run_1/wires.png
Only two layers are drawn.
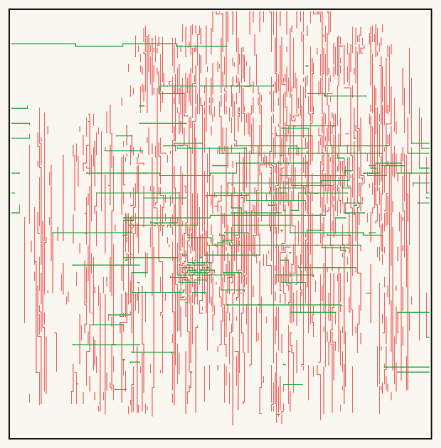
run_1/layer_met4.png
Supply wires on this layer in gray.
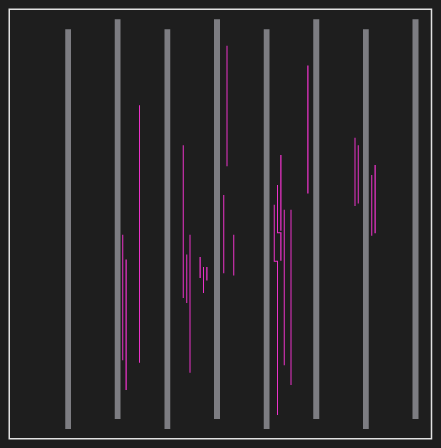
run_1/clocks.png
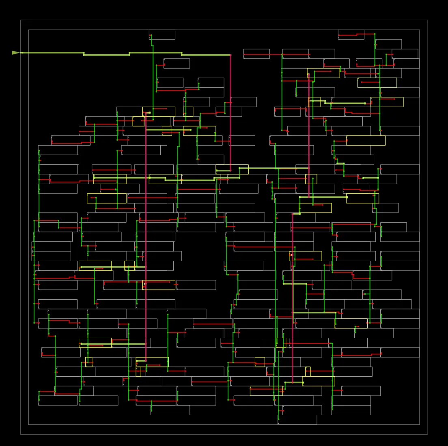
File: config.mk
export PLATFORM = sky130hd
export DESIGN_NAME = uart_rx_fifo
export DESIGN_NICKNAME = d
export VERILOG_FILES = /design/src/rtl/uart_pkg.sv /design/src/rtl/uart_fifo_ram.sv /design/src/rtl/uart_rx_fifo.sv
export SDC_FILE = /design/constraint.sdc
export NUM_CORES = 1
export LEC_CHECK = 0
export CAP_MARGIN = 0
export CORE_AREA = 2 2 113 115
export CTS_BUF_LIST = sky130_fd_sc_hd__clkbuf_16
export DETAILED_ROUTE_END_ITERATION = 6
export DIE_AREA = 0 0 115 117
export GPL_TIMING_DRIVEN = 0
export PLACE_DENSITY = 0.87
export SLEW_MARGIN = 0
export SYNTH_ARGS = -nofsm -noshare
export SYNTH_HDL_FRONTEND = slang
export SYNTH_HIERARCHICAL = 1
export SYNTH_SLANG_ARGS = --single-unit
File: constraint.sdc
create_clock -name clk -period 4.2 [get_ports clk]
set_input_delay 0.84 -clock clk [delete_from_list [all_inputs] [get_ports clk]]
set_output_delay 0.84 -clock clk [all_outputs]
set_load 0.02 [all_outputs]
File: src/rtl/uart_pkg.sv
// uart_pkg: shared widths and field positions for the UART receive path
package uart_pkg;
  localparam int UART_DATA_W = 8;
  localparam int RX_ENTRY_W = 10;
  localparam int RX_PERR_BIT = 8;
  localparam int RX_SERR_BIT = 9;
  typedef logic [RX_ENTRY_W-1:0] rx_entry_t;
endpackage

File: src/rtl/uart_fifo_ram.sv
// uart_fifo_ram: DEPTH x W register array, synchronous write, asynchronous read
module uart_fifo_ram #(
  parameter int DEPTH = 16,
  parameter int W = 10
) (
  input  logic                     clk,
  input  logic                     we,
  input  logic [$clog2(DEPTH)-1:0] waddr,
  input  logic [W-1:0]             wdata,
  input  logic [$clog2(DEPTH)-1:0] raddr,
  output logic [W-1:0]             rdata
);
  logic [W-1:0] mem [DEPTH];
  always_ff @(posedge clk) if (we) mem[waddr] <= wdata;
  assign rdata = mem[raddr];
endmodule

File: src/rtl/uart_rx_fifo.sv
// uart_rx_fifo: buffers received bytes with error flags behind a registered valid/ready head
module uart_rx_fifo
  import uart_pkg::*;
#(
  parameter int DEPTH = 16,
  parameter bit DROP_ERRORS = 1'b0
) (
  input  logic                     clk,
  input  logic                     rst,
  input  logic [UART_DATA_W-1:0]   rx_data,
  input  logic                     rx_valid,
  input  logic                     parity_error,
  input  logic                     stop_error,
  output logic [UART_DATA_W-1:0]   m_data,
  output logic                     m_perr,
  output logic                     m_serr,
  output logic                     m_valid,
  input  logic                     m_ready,
  output logic [$clog2(DEPTH):0]   count,
  output logic                     full,
  output logic                     empty,
  output logic                     overflow,
  output logic [7:0]               err_count,
  input  logic                     flush,
  input  logic                     clear_stats
);
  localparam int AW = $clog2(DEPTH);
  localparam int CW = AW + 1;
  logic [AW-1:0] wr_ptr, rd_ptr;
  rx_entry_t wdata, rdata, head, head_nxt;
  logic err, drop, pop, push, ovf_evt;
  assign wdata = {stop_error, parity_error, rx_data};
  assign err = rx_valid && (parity_error || stop_error);
  assign drop = DROP_ERRORS && err;
  assign pop = m_valid && m_ready && !flush;
  assign push = rx_valid && !flush && !drop && (!full || pop);
  assign ovf_evt = rx_valid && !flush && !drop && full && !pop;
  assign empty = count == '0;
  assign full = count == CW'(DEPTH);
  assign m_valid = !empty;
  assign m_data = head[UART_DATA_W-1:0];
  assign m_perr = head[RX_PERR_BIT];
  assign m_serr = head[RX_SERR_BIT];
  uart_fifo_ram #(.DEPTH(DEPTH), .W(RX_ENTRY_W)) u_ram (
    .clk(clk), .we(push), .waddr(wr_ptr), .wdata(wdata),
    .raddr(rd_ptr + AW'(1)), .rdata(rdata)
  );
  // Prefetch: after a pop the head comes from the slot behind rd_ptr, or straight
  // from the incoming byte when that slot is being written this very cycle.
  always_comb begin
    head_nxt = head;
    if (!flush && pop) head_nxt = (count == CW'(1)) ? (push ? wdata : head) : rdata;
    else if (!flush && push && empty) head_nxt = wdata;
  end
  always_ff @(posedge clk) begin
    if (rst) begin
      wr_ptr <= '0;
      rd_ptr <= '0;
      count <= '0;
      head <= '0;
      overflow <= 1'b0;
      err_count <= '0;
    end else begin
      if (flush) begin
        wr_ptr <= '0;
        rd_ptr <= '0;
        count <= '0;
      end else begin
        if (push) wr_ptr <= wr_ptr + AW'(1);
        if (pop) rd_ptr <= rd_ptr + AW'(1);
        count <= count + CW'(push) - CW'(pop);
      end
      head <= head_nxt;
      overflow <= ovf_evt || (overflow && !clear_stats);
      err_count <= clear_stats ? 8'(err) : err_count + 8'(err && err_count != 8'hFF);
    end
  end
endmodule

==> flow_metrics.env, run 1 <==
# source this file to load flow results
export IMPL_first_iter_violations=536
export IMPL_largest_register="u_ram/mem"
export IMPL_synthTopCellsByCount="edfxtp_1, nor2_1, nand2_1"
export IMPL_worst_slack_ns=0.9791
export IMPL_powerComb_w=0.000316
export IMPL_worst_endpoint_arrival_ns=3.27
export IMPL_min_path_cells=1
export IMPL_ys_sh_mux=0.1224
export IMPL_r2r_end="count[4]"
export IMPL_maxSlewViolCount=0
export IMPL_dp_hpwl_um=10420
export IMPL_worstSetupPathType="input pin to register"
export IMPL_drv_cap=0
export IMPL_core_rowCount=41
export IMPL_top_layer_used="met4"
export IMPL_grt_setup_unrepaired="no"
export IMPL_p_switching_w=0.0008742
export IMPL_status="finished, final reports clean"
export IMPL_seqPwrFrac=0.523
export IMPL_antenna_found_initial=0
-- wires.png (at the start) --
| layer | color | wire length |
|---|---|---|
| metal 2 | red | 8260 um |
| metal 3 | green | 1180 um |

-- layer_met4.png (at the start) --
main direction: vertical
nets with wire on the layer: 19
longest straight run: 70.0 um
share of all routed wire: 3.7%
wire length on this layer: 604 um

-- clocks.png (at the start) --
clock tree sinks: 192
Inserted Clock Buffers: 17
Late-Pin Clk Latency: 0.43 ns
clock buffers: 17
Worst Skew: 0.006200 ns

run_1/layer_met1.png
Supply wires on this layer in gray.
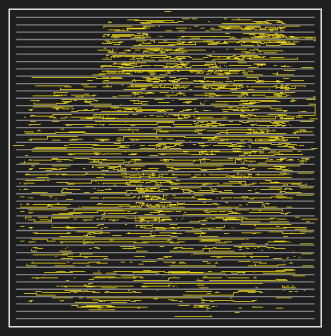

==> run 2: changes to the inputs <==
- CORE_AREA: 2 2 113 115 -> 2 2 118 120
- DIE_AREA: 0 0 115 117 -> 0 0 120 122
- PLACE_DENSITY: 0.87 -> 0.81
- clock period: 4.2 -> 3.15 ns (I/O delays scaled with it)
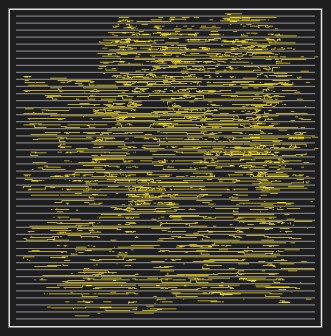
run_2/layer_met1.png
Supply wires on this layer in gray.
share of all routed wire: 39%
nets with wire on the layer: 517
main direction: horizontal
wire length on this layer: 6330 um
longest straight run: 59.3 um

==> run 2 against run 1 <==
Compared with the run above:
- register-to-register slack lost 0.91 ns
- largest cell class unchanged
- cell area grew 1.8%
- combinational power up 44%
- clock power rose by 45%
- non-clock buffer count is 5 higher
- clock-buffer cell count stayed put
- critical endpoint is now u_ram/mem[1][7]
- first-iteration DRC count fell by 4.3%
- sequential share of layout area is 1.1 points lower
- total power increased by 39%
- critical path type unchanged
==> flow_metrics.env, run 2 <==
# source this file to load flow results
export IMPL_clock_sinks=192
export IMPL_p_switching_w=0.001141
export IMPL_worst_endpoint_arrival_ns=3.01
export IMPL_ys_sh_mux=0.1224
export IMPL_min_path_cells=1
export IMPL_status="finished, final reports clean"
export IMPL_cts_root_buf="clkbuf_16"
export IMPL_antenna_found_initial=0
export IMPL_cts_buffers=17
export IMPL_seqPwrFrac=0.502
export IMPL_skew_ns=0.007557
export IMPL_grt_setup_unrepaired="no"
export IMPL_worstSetupPathType="input pin to register"
export IMPL_clock_latency_ns=0.43
export IMPL_clkbuf_count=17
export IMPL_synthTopCellsByCount="edfxtp_1, nor2_1, nand2_1"
export IMPL_powerComb_w=0.000455
export IMPL_core_rowCount=43
export IMPL_fin_crit_ns=2.965
export IMPL_first_iter_violations=513
export IMPL_worst_slack_ns=0.1855
export IMPL_r2r_end="count[4]"
run_2/layer_met4.png
Supply wires on this layer in gray.
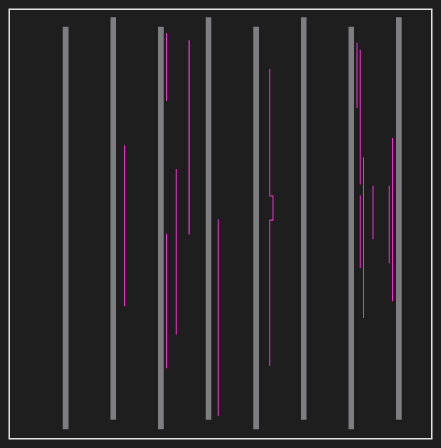

==> run 3: changes to the inputs <==
- CORE_AREA: 2 2 118 120 -> 2 2 179 181
- DIE_AREA: 0 0 120 122 -> 0 0 181 183
- PLACE_DENSITY: 0.81 -> 0.43
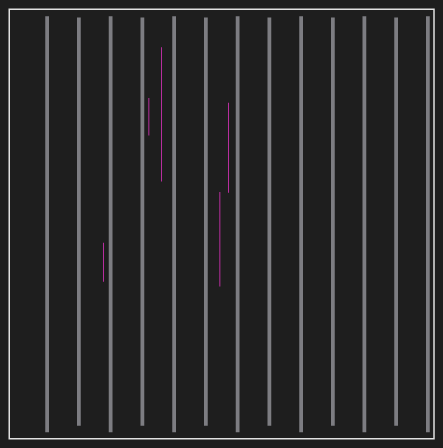
run_3/layer_met4.png
Supply wires on this layer in gray.
nets with wire on the layer: 2
longest straight run: 57.1 um
main direction: vertical

==> run 3 against run 2 <==
Compared with the run above:
- total power shrank 5.9%
- sequential share of layout area is 1.1 points lower
- via count fell by 2.5%
- first-iteration DRC count fell by 50%
- routed wire length grew 12%
- fmax is 2.6% higher
- sequential power barely moved
==> flow_metrics.env, run 3 <==
# source this file to load flow results
export IMPL_ys_sh_adder=0.01878
export IMPL_clock_sinks=192
export IMPL_cts_buffers=17
export IMPL_r2r_end="count[4]"
export IMPL_min_path_cells=1
export IMPL_inv_count=12
export IMPL_clock_latency_ns=0.43
export IMPL_use_met2=0.1869
export IMPL_postPlaceCellArea_um2=8705
export IMPL_grt_setup_unrepaired="no"
export IMPL_wire_per_inst_um=19.59
export IMPL_seq_cell_power_w=0.00281
export IMPL_wl_met3_um=702
export IMPL_p_switching_w=0.001209
export IMPL_final_cell_mix="edfxtp_1, clkdlybuf4s50_1, nor2_1, nand2_1, dfxtp_1"
export IMPL_tightestPinTransition_ns=1.302
export IMPL_first_iter_violations=256
export IMPL_hold_violations=0
export IMPL_peakVddDrop_mv=0.3332
export IMPL_cts_root_buf="clkbuf_16"
export IMPL_worst_slack_ns=0.2615
export IMPL_worst_endpoint_arrival_ns=2.93
export IMPL_powerComb_w=0.000435
export IMPL_synthFlopType="edfxtp_1"
export IMPL_fmax_mhz=346.2
export IMPL_reg_top3="u_ram/mem: 160 flops, head: 10 flops, err_count: 8 flops"
export IMPL_clkbuf_count=17
export IMPL_max_slew_margin_rel=0.1285
export IMPL_skew_ns=0.009602
export IMPL_ys_sh_mux=0.1224
export IMPL_core_rowCount=65
export IMPL_seq_cell_count=192
export IMPL_status="finished, final reports clean"
export IMPL_cts_tree="built"
export IMPL_core_area_um2=31230
export IMPL_cp_depth=6
export IMPL_wl_met1_um=8546
export IMPL_route_met2_wl_um=8840
export IMPL_seqPwrFrac=0.534
export IMPL_signal_buffers=66
export IMPL_synthTopCellsByCount="edfxtp_1, nor2_1, nand2_1"
export IMPL_cp_required_ns=3.19
export IMPL_vias=4223
export IMPL_worstSetupPathType="input pin to register"
export IMPL_antenna_found_initial=0
Power and IR drop assume default switching activity.
